$ cat src/rtl/keypad_if.sv
// Keypad encoder bus: raw key lines in, BCD code out on a valid/ready handshake.
interface keypad_if;
    logic [0:9] s;
    logic       ready;
    logic [3:0] c;
    logic       valid;
    logic       multi;

    modport master (output s, output ready, input c, input valid, input multi);
    modport slave  (input s, input ready, output c, output valid, output multi);
endinterface

$ cat src/rtl/keypad_encoder.sv
// Decimal keypad front end: synchronises and debounces ten key lines, emits one
// BCD code per clean press and flags simultaneous multi-key presses.
module keypad_encoder #(
    parameter int unsigned DEBOUNCE = 4,
    parameter int unsigned CW       = 8
) (
    input  logic     clk,
    input  logic     rst_n,
    keypad_if.slave  kp
);

    typedef enum logic [1:0] {S_IDLE, S_DEBOUNCE, S_OUTPUT, S_RELEASE} state_t;

    localparam logic [CW-1:0] CNT_DONE = CW'(DEBOUNCE);
    localparam logic [CW-1:0] CNT_LAST = CW'(DEBOUNCE - 1);

    state_t        state, state_nxt;
    logic [CW-1:0] cnt, cnt_nxt;
    logic [0:9]    sync1, ks;
    logic [0:9]    snap, snap_nxt;
    logic [3:0]    c_q, c_nxt;
    logic          valid_q, valid_nxt;
    logic          multi_q, multi_nxt;
    logic [3:0]    snap_idx;
    logic          snap_onehot;

    // Two-flop synchroniser for the asynchronous key lines
    always_ff @(posedge clk or negedge rst_n) begin
        if (!rst_n) begin
            sync1 <= '0;
            ks    <= '0;
        end else begin
            sync1 <= kp.s;
            ks    <= sync1;
        end
    end

    // Key index of the snapshot, meaningful only when exactly one bit is set
    always_comb begin
        snap_idx = 4'd0;
        for (int unsigned i = 0; i < 10; i++) begin
            if (snap[i]) snap_idx = 4'(i);
        end
    end

    assign snap_onehot = $onehot(snap);

    always_ff @(posedge clk or negedge rst_n) begin
        if (!rst_n) begin
            state   <= S_IDLE;
            cnt     <= '0;
            snap    <= '0;
            c_q     <= 4'd0;
            valid_q <= 1'b0;
            multi_q <= 1'b0;
        end else begin
            state   <= state_nxt;
            cnt     <= cnt_nxt;
            snap    <= snap_nxt;
            c_q     <= c_nxt;
            valid_q <= valid_nxt;
            multi_q <= multi_nxt;
        end
    end

    always_comb begin
        state_nxt = state;
        cnt_nxt   = cnt;
        snap_nxt  = snap;
        c_nxt     = c_q;
        valid_nxt = valid_q;
        multi_nxt = 1'b0;

        case (state)
            S_IDLE: begin
                if (ks != '0) begin
                    state_nxt = S_DEBOUNCE;
                    snap_nxt  = ks;
                    cnt_nxt   = CW'(1);
                end
            end
            S_DEBOUNCE: begin
                if (ks != snap) begin
                    state_nxt = S_IDLE;
                    cnt_nxt   = '0;
                end else if (cnt < CNT_DONE) begin
                    cnt_nxt = cnt + CW'(1);
                end else if (snap_onehot) begin
                    state_nxt = S_OUTPUT;
                    c_nxt     = snap_idx;
                    valid_nxt = 1'b1;
                end else begin
                    state_nxt = S_RELEASE;
                    multi_nxt = 1'b1;
                    cnt_nxt   = '0;
                end
            end
            S_OUTPUT: begin
                // Key activity is ignored until the consumer takes the code
                if (valid_q && kp.ready) begin
                    state_nxt = S_RELEASE;
                    valid_nxt = 1'b0;
                    cnt_nxt   = '0;
                end
            end
            S_RELEASE: begin
                if (ks != '0) begin
                    cnt_nxt = '0;
                end else if (cnt >= CNT_LAST) begin
                    state_nxt = S_IDLE;
                    cnt_nxt   = '0;
                end else begin
                    cnt_nxt = cnt + CW'(1);
                end
            end
            default: begin
                state_nxt = S_IDLE;
                cnt_nxt   = '0;
            end
        endcase
    end

    assign kp.c     = c_q;
    assign kp.valid = valid_q;
    assign kp.multi = multi_q;

endmodule

$ cat src/flat_wrapper.sv
// flat-port wrapper written by rule: the top's interface ports become plain ports
module keypad_encoder_flat 
#(
    parameter int unsigned DEBOUNCE = 4,
    parameter int unsigned CW       = 8
)
  (clk, rst_n, kp_s, kp_ready, kp_c, kp_valid, kp_multi);
  keypad_if kp_i ();
  input  logic clk;
  input  logic rst_n;
  input wire logic [$bits(kp_i.s)-1:0] kp_s;
  input wire logic [$bits(kp_i.ready)-1:0] kp_ready;
  output wire logic [$bits(kp_i.c)-1:0] kp_c;
  output wire logic [$bits(kp_i.valid)-1:0] kp_valid;
  output wire logic [$bits(kp_i.multi)-1:0] kp_multi;
  assign kp_i.s = kp_s;
  assign kp_i.ready = kp_ready;
  assign kp_c = kp_i.c;
  assign kp_valid = kp_i.valid;
  assign kp_multi = kp_i.multi;
  keypad_encoder #(.DEBOUNCE(DEBOUNCE), .CW(CW)) u_core (.clk(clk), .rst_n(rst_n), .kp(kp_i));
endmodule
$ cat config.mk
export PLATFORM = sky130hd
export DESIGN_NAME = keypad_encoder_flat
export DESIGN_NICKNAME = d
export VERILOG_FILES = /design/src/rtl/keypad_if.sv /design/src/rtl/keypad_encoder.sv /design/src/flat_wrapper.sv
export SDC_FILE = /design/constraint.sdc
export NUM_CORES = 1
export LEC_CHECK = 0
export CAP_MARGIN = 20
export CORE_MARGIN = 2
export CORE_UTILIZATION = 38
export DETAILED_ROUTE_END_ITERATION = 8
export SLEW_MARGIN = 5
export SYNTH_ARGS = -nofsm -noshare
export SYNTH_HDL_FRONTEND = slang
export SYNTH_SLANG_ARGS = --single-unit
export TNS_END_PERCENT = 10
$ cat constraint.sdc
create_clock -name clk -period 4 [get_ports clk]
set_input_delay 0.8 -clock clk [delete_from_list [all_inputs] [get_ports clk]]
set_output_delay 0.8 -clock clk [all_outputs]
set_load 0.01 [all_outputs]
Fig. 1: run 1, wiring heat map
Scale bar: 20 um. The die is cut into 16 by 16 equal tiles; dark purple is low, yellow is high, scaled to the fullest tile. Values are wire area over tile area, all layers added.
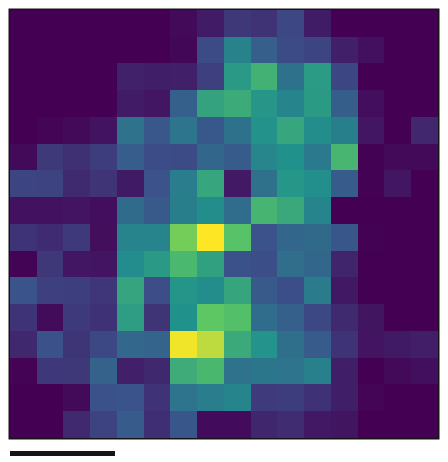
tiles over half the peak: 13%
mean over tiles: 0.091
fullest tile: 0.43
nearly empty tiles: 26%
densest ninth of the die: center
emptiest ninth of the die: upper left

Fig. 2: run 1, placement view
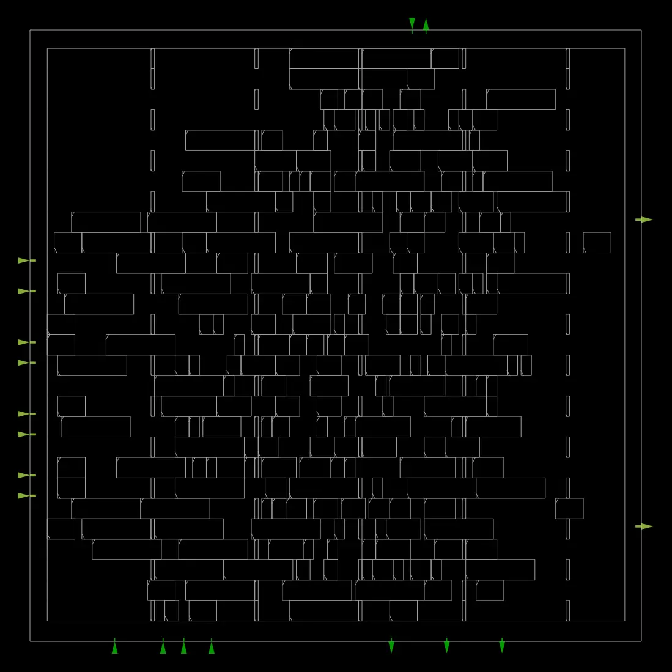
registers: 46
Core ar.: 5850 sq um
Non-Filler Instances: 304
flop share of the area: 42.8%

Fig. 3: run 1, cell sizes after repair
Scale bar: 20 um.
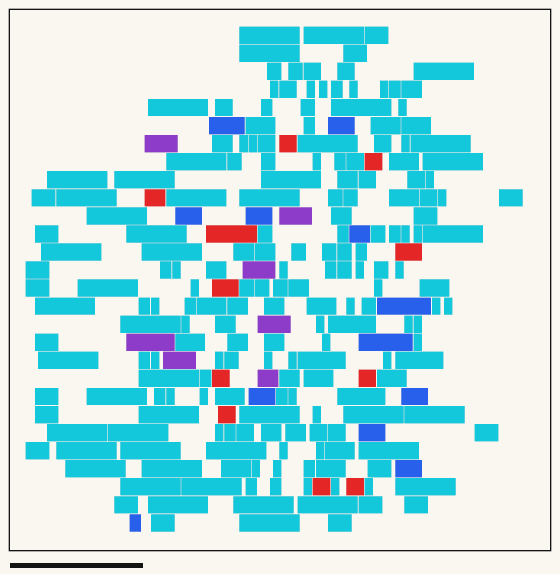
legend:
  drive 6 and up:
    color: purple
    cells: 7
  drive 3 to 4:
    color: red
    cells: 11
  drive 1 or less:
    color: cyan
    cells: 199
  drive 2:
    color: blue
    cells: 12

==> results.json, run 1 <==
{
  "status": "finished, final reports clean",
  "drv_cap": 0,
  "dr_total_vias": 1485,
  "min_path_type": "in2async",
  "p_int_uw": 621,
  "gp_congestion": 0.790,
  "grt_pass1_vias": 1486,
  "die_h_um": 81.3,
  "cellPowerDensity_nw_per_um2": 300,
  "initCoreUtil_pct": 38.8,
  "min_period_over_period_pct": 94.9,
  "stdcell_area_sq_um": 2690,
  "ys_sh_mux_pct": 3.85,
  "clock_skew_ns": 0.0127,
  "min_period_ns": 3.79,
  "clock_sinks": 46,
  "comb_share_pct": 38.3,
  "ys_sh_simple_pct": 15.0,
  "ys_types": 41,
  "combGateArea_sq_um": 1030,
  "cp_max_fo": 4,
  "drt-pass1-iter-count": 4,
  "antenna_cells": 0,
  "post-dp-hpwl_um": 2960,
  "rr_endpoint": "u_core.kp.c[2]$_DFFE_PN0P_",
  "final_hold_viol_count": 0,
  "synth_seq_share_pct": 50.7,
  "crit_family": "adder cells",
  "ys.warnings.count": 0,
  "async_flop_share_pct": 100,
  "synth_top_flop_cell": "dfrtp_1",
  "die_w_um": 81.3,
  "p_sw_uw": 188,
  "ir_drop_mv": 0.163,
  "cts_resized": 0,
  "wl_met2_um": 1830,
  "final-nonclk-buf-share_pct": 8.93,
  "fp_nets": 233,
  "wl_met1_um": 1920,
  "finalPower_uw": 809,
  "insertion_delay_ns": 0.30,
  "sequentialPower_uw": 485,
  "path_buffers": 3,
  "lay_top_cells": "46 x dfrtp_1, 22 x inv_1, 17 x clkdlybuf4s50_1",
  "critical_path_required_ns": 4.19,
  "wl_per_cell_um": 12.9,
  "top_cell": "dfrtp_1",
  "track_usage_pct": 13.7,
  "pg_clk_uw": 290,
  "crit_end": "u_core.kp.c[2]$_DFFE_PN0P_",
  "inverters": 22,
  "num-nets-final": 262,
  "grt_max_degree": 47,
  "gr-total-overflow": 0,
  "clock.fmax_ghz": 0.264,
  "setup_tns_ns": 0,
  "synth-xor-area-share_pct": 3.85,
  "synth_area_per_cell_sq_um": 11.4,
  "fill_cells": 551
}
## Run 2: what changed since run 1
--- a/config.mk
+++ b/config.mk
@@ -6,7 +6,6 @@
 export NUM_CORES = 1
 export LEC_CHECK = 0
 export CAP_MARGIN = 20
-export CORE_MARGIN = 2
 export CORE_UTILIZATION = 38
 export DETAILED_ROUTE_END_ITERATION = 8
 export SLEW_MARGIN = 5
Fig. 4: run 2, clock network drawn from the DEF
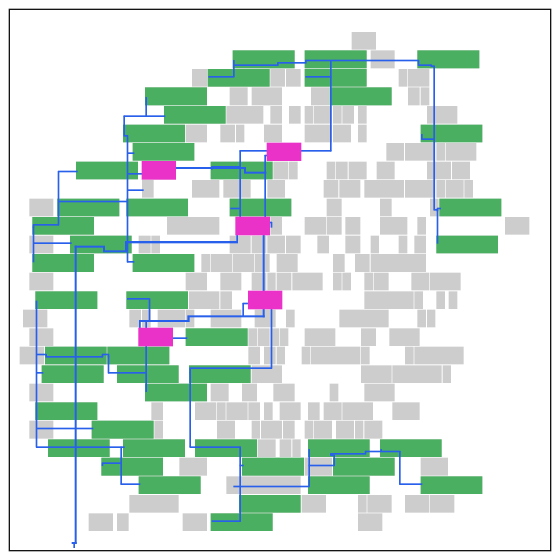
legend:
  cells driving clock nets:
    color: magenta
    count: 5
  clock wires:
    color: blue
    length: 530 um
  flip-flops:
    color: green
    count: 46
routed clock nets: 6
flops lie: widely spread

==> results.json, run 2 <==
{
  "cpMostUsedCell": "fa_1",
  "comb_share_pct": 38.1,
  "synth.cell_area_sq_um": 2270,
  "yosys_area_sq_um": 2270,
  "drive_gt1_share_pct": 13.0,
  "min_path_type": "reg2reg",
  "synth-xor-area-share_pct": 3.85,
  "critical_path_required_ns": 4.18,
  "initCoreUtil_pct": 40.3,
  "crit_end": "u_core.kp.c[0]$_DFFE_PN0P_",
  "ys_sh_mux_pct": 3.85,
  "insertion_delay_ns": 0.29,
  "top_cell": "dfrtp_1",
  "postPlaceCellArea_sq_um": 2570,
  "num-nets-final": 263,
  "p_int_uw": 678,
  "synth_top_flop_cell": "dfrtp_1",
  "clock_sinks": 46,
  "gr-total-overflow": 0,
  "dr_total_vias": 1489,
  "reg_top3": "u_core.ks (10), u_core.snap (10), u_core.sync1 (10)",
  "fill_cells": 517,
  "stdcell_area_sq_um": 2720,
  "cp_max_fo": 4,
  "rr_endpoint": "u_core.kp.c[0]$_DFFE_PN0P_",
  "final-nonclk-buf-share_pct": 9.12,
  "p_sw_uw": 172,
  "antenna_cells": 0,
  "ir_drop_mv": 0.174,
  "cp_num_cells": 13,
  "nClkBuffers": 5,
  "status": "finished, final reports clean",
  "synth_area_per_cell_sq_um": 11.4,
  "die_h_um": 79.3,
  "power_frac_seq_pct": 57.0,
  "clock.fmax_ghz": 0.261,
  "lay_top_cells": "46 x dfrtp_1, 22 x inv_1, 17 x clkdlybuf4s50_1",
  "p_leak_uw": 0.00120,
  "fin_util_pct": 48.1,
  "nWellTaps": 72,
  "finalPower_uw": 850,
  "rsz0062_at_grt": "no",
  "track_usage_pct": 14.4,
  "pg_clk_uw": 332,
  "grt_pass1_vias": 1465,
  "wl_met2_um": 1770,
  "path_buffers": 3,
  "ys.warnings.count": 0,
  "synth_seq_share_pct": 50.7,
  "post-place-cells": 293,
  "min_period_over_period_pct": 95.6,
  "clk_path_buf_depth": 2,
  "die_w_um": 79.3,
  "critPathCaptureType": "register",
  "post-dp-hpwl_um": 3000,
  "seq_cell_count": 46,
  "cellPowerDensity_nw_per_um2": 313,
  "tightest_slew_ns": 0.637,
  "drt-pass1-iter-count": 4,
  "fp_nets": 233,
  "combGateArea_sq_um": 1030,
  "setup_tns_ns": 0,
  "min_period_ns": 3.82,
  "ys_sh_simple_pct": 15.0,
  "wl_per_cell_um": 13.2,
  "cts_resized": 0,
  "async_flop_share_pct": 100,
  "grt_max_degree": 47,
  "wl_met1_um": 2050,
  "sequentialPower_uw": 485,
  "clock_skew_ns": 0.00878,
  "final_hold_viol_count": 0,
  "ys_types": 41,
  "gp_congestion": 0.835
}
Fig. 5: run 2, placement view
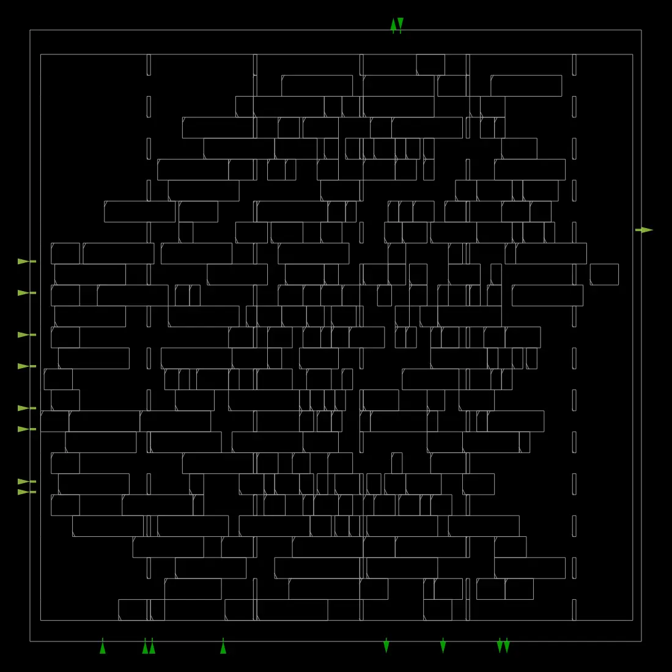
Non-Filler Instances: 302
flop share of the area: 42.4%
Core ar.: 5640 sq um

